==> src/rtl/fma_rr_scheduler_if.sv <==
// +------------------------------------------------------------------+
// | fma_rr_scheduler_if : requester-side operation and response bus   |
// | Rev 1.0                                                           |
// +------------------------------------------------------------------+
`default_nettype none

interface fma_rr_scheduler_if #(
  parameter int WIDTH = 32,
  parameter int NREQ  = 4,
  parameter int IDW   = 2
);
  logic [NREQ-1:0]       req_valid;
  logic [NREQ-1:0]       req_ready;
  logic [NREQ*WIDTH-1:0] req_a;
  logic [NREQ*WIDTH-1:0] req_b;
  logic [NREQ*WIDTH-1:0] req_c;
  logic [NREQ*2-1:0]     req_rnd;
  logic                  resp_valid;
  logic [IDW-1:0]        resp_id;
  logic [WIDTH-1:0]      resp_result;

  modport master (
    output req_valid, req_a, req_b, req_c, req_rnd,
    input  req_ready, resp_valid, resp_id, resp_result
  );

  modport slave (
    input  req_valid, req_a, req_b, req_c, req_rnd,
    output req_ready, resp_valid, resp_id, resp_result
  );
endinterface

`default_nettype wire

==> src/rtl/fma_rr_scheduler.sv <==
// +------------------------------------------------------------------+
// | fma_rr_scheduler : round-robin sharing of one pipelined fpfma     |
// | Rev 1.0                                                           |
// +------------------------------------------------------------------+
`default_nettype none

module fma_rr_scheduler #(
  parameter int WIDTH   = 32,
  parameter int NREQ    = 4,
  parameter int IDW     = 2,
  parameter int FMA_LAT = 3
) (
  input  wire logic                             clk,
  input  wire logic                             rst_n,
  input  wire logic                             en,
  fma_rr_scheduler_if.slave                     bus,
  output logic [WIDTH-1:0]                      fma_a,
  output logic [WIDTH-1:0]                      fma_b,
  output logic [WIDTH-1:0]                      fma_c,
  output logic [1:0]                            fma_rnd,
  input  wire logic [WIDTH-1:0]                 fma_result,
  output logic [$clog2(FMA_LAT+2):0]            inflight,
  output logic                                  idle
);

  localparam int CNTW = $clog2(FMA_LAT + 2) + 1;

  logic [IDW-1:0]   ptr_q, ptr_d;
  logic [IDW-1:0]   gnt_idx;
  logic             gnt_found;
  logic             accept;
  logic             emit;

  logic [WIDTH-1:0] fma_a_q, fma_b_q, fma_c_q;
  logic [1:0]       fma_rnd_q;

  // Stage FMA_LAT lines up with fma_result holding the matching op's result
  logic             tag_v_q  [0:FMA_LAT];
  logic [IDW-1:0]   tag_id_q [0:FMA_LAT];

  logic             resp_valid_q;
  logic [IDW-1:0]   resp_id_q;
  logic [WIDTH-1:0] resp_result_q;
  logic [CNTW-1:0]  inflight_q, inflight_d;

  always_comb begin
    int idx;
    idx       = 0;
    gnt_found = 1'b0;
    gnt_idx   = ptr_q;
    for (int i = 0; i < NREQ; i++) begin
      idx = (int'(ptr_q) + i) % NREQ;
      if (!gnt_found && bus.req_valid[IDW'(idx)]) begin
        gnt_found = 1'b1;
        gnt_idx   = IDW'(idx);
      end
    end
  end

  assign accept        = en && gnt_found;
  assign bus.req_ready = accept ? (NREQ'(1) << gnt_idx) : '0;
  assign ptr_d         = (gnt_idx == IDW'(NREQ - 1)) ? '0 : gnt_idx + 1'b1;

  assign emit       = tag_v_q[FMA_LAT];
  assign inflight_d = inflight_q + CNTW'(accept) - CNTW'(emit);

  always_ff @(posedge clk or negedge rst_n) begin
    if (!rst_n) begin
      ptr_q         <= '0;
      fma_a_q       <= '0;
      fma_b_q       <= '0;
      fma_c_q       <= '0;
      fma_rnd_q     <= 2'b00;
      for (int s = 0; s <= FMA_LAT; s++) begin
        tag_v_q[s]  <= 1'b0;
        tag_id_q[s] <= '0;
      end
      resp_valid_q  <= 1'b0;
      resp_id_q     <= '0;
      resp_result_q <= '0;
      inflight_q    <= '0;
    end else begin
      if (accept) begin
        fma_a_q     <= bus.req_a[gnt_idx*WIDTH +: WIDTH];
        fma_b_q     <= bus.req_b[gnt_idx*WIDTH +: WIDTH];
        fma_c_q     <= bus.req_c[gnt_idx*WIDTH +: WIDTH];
        fma_rnd_q   <= bus.req_rnd[gnt_idx*2 +: 2];
        ptr_q       <= ptr_d;
        tag_id_q[0] <= gnt_idx;
      end
      tag_v_q[0] <= accept;
      for (int s = 1; s <= FMA_LAT; s++) begin
        tag_v_q[s]  <= tag_v_q[s-1];
        tag_id_q[s] <= tag_id_q[s-1];
      end
      resp_valid_q <= emit;
      if (emit) begin
        resp_id_q     <= tag_id_q[FMA_LAT];
        resp_result_q <= fma_result;
      end
      inflight_q <= inflight_d;
    end
  end

  assign fma_a           = fma_a_q;
  assign fma_b           = fma_b_q;
  assign fma_c           = fma_c_q;
  assign fma_rnd         = fma_rnd_q;
  assign bus.resp_valid  = resp_valid_q;
  assign bus.resp_id     = resp_id_q;
  assign bus.resp_result = resp_result_q;
  assign inflight        = inflight_q;
  assign idle            = (inflight_q == '0) && !accept;

endmodule

`default_nettype wire

==> src/flat_wrapper.sv <==
// flat-port wrapper written by rule: the top's interface ports become plain ports
module fma_rr_scheduler_flat 
#(
  parameter int WIDTH   = 32,
  parameter int NREQ    = 4,
  parameter int IDW     = 2,
  parameter int FMA_LAT = 3
)
  (clk, rst_n, en, fma_a, fma_b, fma_c, fma_rnd, fma_result, inflight, idle, bus_req_valid, bus_req_a, bus_req_b, bus_req_c, bus_req_rnd, bus_req_ready, bus_resp_valid, bus_resp_id, bus_resp_result);
  fma_rr_scheduler_if #(.WIDTH(WIDTH), .NREQ(NREQ), .IDW(IDW)) bus_i ();
  input  wire logic clk;
  input  wire logic rst_n;
  input  wire logic en;
  output logic [WIDTH-1:0] fma_a;
  output logic [WIDTH-1:0] fma_b;
  output logic [WIDTH-1:0] fma_c;
  output logic [1:0] fma_rnd;
  input  wire logic [WIDTH-1:0] fma_result;
  output logic [$clog2(FMA_LAT+2):0] inflight;
  output logic idle;
  input wire logic [$bits(bus_i.req_valid)-1:0] bus_req_valid;
  input wire logic [$bits(bus_i.req_a)-1:0] bus_req_a;
  input wire logic [$bits(bus_i.req_b)-1:0] bus_req_b;
  input wire logic [$bits(bus_i.req_c)-1:0] bus_req_c;
  input wire logic [$bits(bus_i.req_rnd)-1:0] bus_req_rnd;
  output wire logic [$bits(bus_i.req_ready)-1:0] bus_req_ready;
  output wire logic [$bits(bus_i.resp_valid)-1:0] bus_resp_valid;
  output wire logic [$bits(bus_i.resp_id)-1:0] bus_resp_id;
  output wire logic [$bits(bus_i.resp_result)-1:0] bus_resp_result;
  assign bus_i.req_valid = bus_req_valid;
  assign bus_i.req_a = bus_req_a;
  assign bus_i.req_b = bus_req_b;
  assign bus_i.req_c = bus_req_c;
  assign bus_i.req_rnd = bus_req_rnd;
  assign bus_req_ready = bus_i.req_ready;
  assign bus_resp_valid = bus_i.resp_valid;
  assign bus_resp_id = bus_i.resp_id;
  assign bus_resp_result = bus_i.resp_result;
  fma_rr_scheduler #(.WIDTH(WIDTH), .NREQ(NREQ), .IDW(IDW), .FMA_LAT(FMA_LAT)) u_core (.clk(clk), .rst_n(rst_n), .en(en), .bus(bus_i), .fma_a(fma_a), .fma_b(fma_b), .fma_c(fma_c), .fma_rnd(fma_rnd), .fma_result(fma_result), .inflight(inflight), .idle(idle));
endmodule
==> config.mk <==
export PLATFORM = sky130hd
export DESIGN_NAME = fma_rr_scheduler_flat
export DESIGN_NICKNAME = d
export VERILOG_FILES = /design/src/rtl/fma_rr_scheduler_if.sv /design/src/rtl/fma_rr_scheduler.sv /design/src/flat_wrapper.sv
export SDC_FILE = /design/constraint.sdc
export NUM_CORES = 1
export LEC_CHECK = 0
export ABC_AREA = 1
export CORE_AREA = 3 3 221 223
export DETAILED_ROUTE_END_ITERATION = 8
export DIE_AREA = 0 0 224 226
export PLACE_DENSITY = 0.51
export SLEW_MARGIN = 30
export SYNTH_ARGS = -nofsm -noshare
export SYNTH_HDL_FRONTEND = slang
export SYNTH_SLANG_ARGS = --single-unit
==> constraint.sdc <==
create_clock -name clk -period 2.32 [get_ports clk]
set_input_delay 0.232 -clock clk [delete_from_list [all_inputs] [get_ports clk]]
set_output_delay 0.232 -clock clk [all_outputs]
set_load 0.01 [all_outputs]
==> results.py <==
# Synthesis and PnR figures
metrics = {
    "final_timing": {
        "slew_headroom_pct": 56.4,
        "setup_viol": 105,
        "timing.final.ws_setup_ns": -0.466,
        "hold_violations": 0,
        "timing.final.crit_share_pct": 120,
        "rsz0062_at_grt": "true",
        "period_minus_slack_ns": 2.79,
        "drv_slew": 0,
        "fmax_mhz": 359,
    },
    "layout": {
        "stdcell_count": 2896,
        "postLayoutCoreUtil_pct": 41.7,
        "final_cell_area_um2": 19500,
        "drive_gt1_share_pct": 13.2,
        "layout_top_cells": "nand2_1 (767), clkdlybuf4s50_1 (566), inv_1 (204), nand3_1 (182), dfrtp_1 (149)",
        "area.growth.synth_to_final_pct": 80.9,
    },
    "status": {
        "status": "complete, but fails checks",
        "failed_checks": "negative setup slack",
    },
    "grt": {
        "grt_overflow": 0,
        "first_global_vias": 13000,
        "grtUsageTotal_pct": 20.3,
    },
    "yosys": {
        "ys_seq_share_pct": 35.0,
        "synth_area_per_cell_um2": 6.36,
        "synthesis.nets": 2136,
        "numSynthFlops": 151,
        "syn_area_um2": 10800,
        "ys_cells": 1695,
    },
    "power": {
        "powerDensity_nw_per_um2": 1720,
        "peakVddDrop_v": 0.000815,
        "power_leakage_nw": 9.84,
    },
    "placement": {
        "pre_cts_ws_ns": -0.472,
        "gp_congestion": 0.843,
        "dp_cells": 2810,
        "portBuffers": 572,
    },
    "floorplan": {
        "core_um2": 46800,
        "rows": 79,
        "die_x_um": 224,
    },
    "cts": {
        "worst_setup_hold_path_clk_slew_ns": 0.07,
        "cts_tree": "built",
        "cts_root_buf": "clkbuf_16",
    },
    "worst_setup_path": {
        "cp_cell_sequence": "buf_6 > nand2_1 > nand2_2 > nand2_4 > nand2_4 > nor2_4 > nand4_1 > buf_6 > nand3_4 > nand2_4 > buf_12 > ha_4 > inv_4 > nor2_4 > buf_6",
        "critical_path.top_delay_family": "simple AND/OR/NAND/NOR gates",
        "cp-start-kind": "register",
        "r2r_setup_slack_ns": -0.32,
        "cp_max_fo": 5,
        "critPathSlowestCell": "dfrtp_2",
        "crit_buf_inv": 5,
    },
    "drt": {
        "postRouteAntennaNets": 0,
        "drc_errors": 0,
    },
    "flow_run": {
        "warnings": 31,
    },
}
==> layout make-up <==
cell class | count | area (um2) | area share [%]
Antenna cell | 1 | 2.50 | 0.0128
Clock buffer | 17 | 425 | 2.18
Timing Repair Buffer | 673 | 7370 | 37.8
Sequential cell | 151 | 3780 | 19.4
Tap cell | 607 | 759 | 3.89
Timing Repair inverter | 1 | 5.00 | 0.0257
Clock inverter | 15 | 171 | 0.879
Multi-Input combinational cell | 1214 | 6160 | 31.6
Inverter | 217 | 827 | 4.24
==> power breakdown <==
group          total, mW  leakage [nW]  internal, mW  switching, mW
combinational       25.9          7.76          11.4           14.5
sequential          4.73          1.79          4.00          0.731
clock               2.92         0.290          1.61           1.30
total               33.5          9.84          17.0           16.6
==> logic make-up (layout without fill, tap and decap cells) <==
kind of cell / count (synthesis) / count (layout) / share of synthesized area (%)
AOI/OAI and AO/OA: 5 / 5 / 0.267
xor gates and xnor gates: 2 / 2 / 0.162
adders and majority gates: 10 / 10 / 1.23
buffers and inverters: 330 / 923 / 13.1
DFF: 151 / 151 / 35.0
muxes: 34 / 34 / 3.55
other: 0 / 1 / 0
and+or+nand+nor: 1163 / 1163 / 46.7
==> stage by stage <==
step | TNS [ns] | hold slack (ns)
after floorplan | 0 | -0.0636
after global placement | -32.67 | 0.264
after detailed placement | -39.49 | 0.283
after CTS | -12.28 | 0.350
after global routing | -37.27 | 0.355
final | -23.27 | 0.349
==> registers in the layout, indices dropped and copies added (netlist names) <==
register / count
u_core.bus.resp_result: 32
u_core.fma_b: 32
u_core.emit: 1
u_core.bus.resp_id: 2
u_core.bus.resp_valid: 1
u_core.tag_id_q: 8
u_core.tag_v_q: 3
u_core.ptr_q: 2
u_core.fma_rnd: 2
u_core.fma_c: 32
u_core.inflight: 4
u_core.fma_a: 32
==> synth_stat cells <==
cell type	instances	area (um2)
nand2_1	840	3150
nand3_1	211	1060
inv_1	207	777
dfrtp_1	151	3780
nand3b_1	98	736
buf_2	48	240
mux2_2	34	383
clkbuf_1	28	105
buf_4	20	150
buf_1	12	45.0
inv_2	10	37.5
ha_1	9	113
buf_6	5	56.3
nor2_1	5	18.8
nand4_1	4	25.0
nand2_2	3	18.8
o21ai_0	2	10.0
xnor2_1	2	17.5
a21oi_1	1	5.00
fa_1	1	20.0
nand2_4	1	11.3
nor2_4	1	11.3
o21a_1	1	7.51
o22ai_1	1	6.26
==> layer usage <==
| layer | GRT usage, % | part of all wire [%] |
|---|---|---|
| met1 | 24.7 | 42 |
| met2 | 36.8 | 51 |
| met3 | 4.63 | 6.0 |
| met4 | 4.17 | 1.3 |
| met5 | 0 | 0 |
==> path summary, 6_finish.rpt <==
| path | end | depth (start not counted) |
|---|---|---|
| max | bus_req_ready[3] | 15 |
| min | u_core.fma_a[22] | 2 |
| max reg2reg | u_core.fma_b[18] | 18 |
| min reg2reg | u_core.tag_id_q[3] | 0 |
| max in group asynchronous | u_core.bus.resp_result[30] | 3 |
| min in group clk | u_core.tag_id_q[3] | 0 |
==> what timing repair did <==
item                                    in CTS  in global routing
pin swaps                                    6                 54
endpoints found under the setup margin     108                107
resized                                     70                162
hold buffers                                 1                  0
buffers inserted                             7                 16
endpoints found under the hold margin       48                  0
cloned                                      13                 16
**Clock nets**

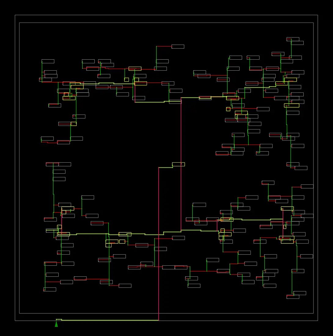
clk latency late pin: 0.45 ns
Clock Sinks: 151
skew final: 0.00522 ns

**Register map, names as in the netlist**

Bar = 50 um.
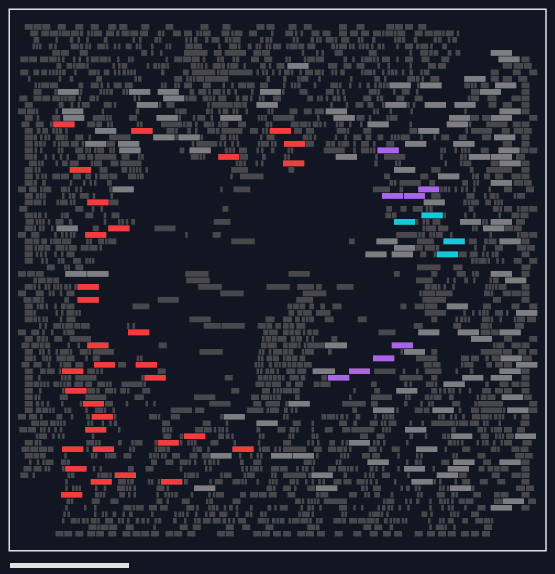
signal	color	sequential cells
u_core.inflight	cyan	4
u_core.fma_c	red	32
u_core.tag_id_q	purple	8
not colored	107

**Nets reached from selected ports**

Bar = 50 um.
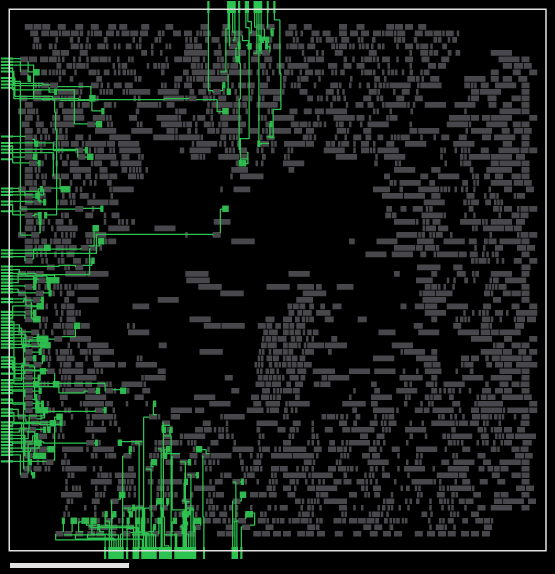
port	color	direction	end cells	wire
bus_req_c	green	input	128	3520 um

**Routed metal, one color a layer**

Two of the layers only.
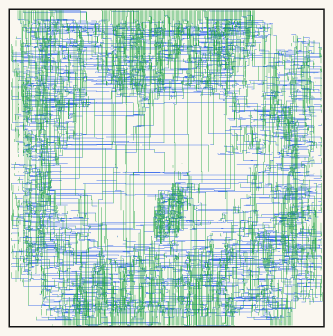
layer	color	wire length
M2	green	29.0 mm
M1	blue	23.6 mm

Power figures rest on the tool's default switching activity, not on a simulated workload.
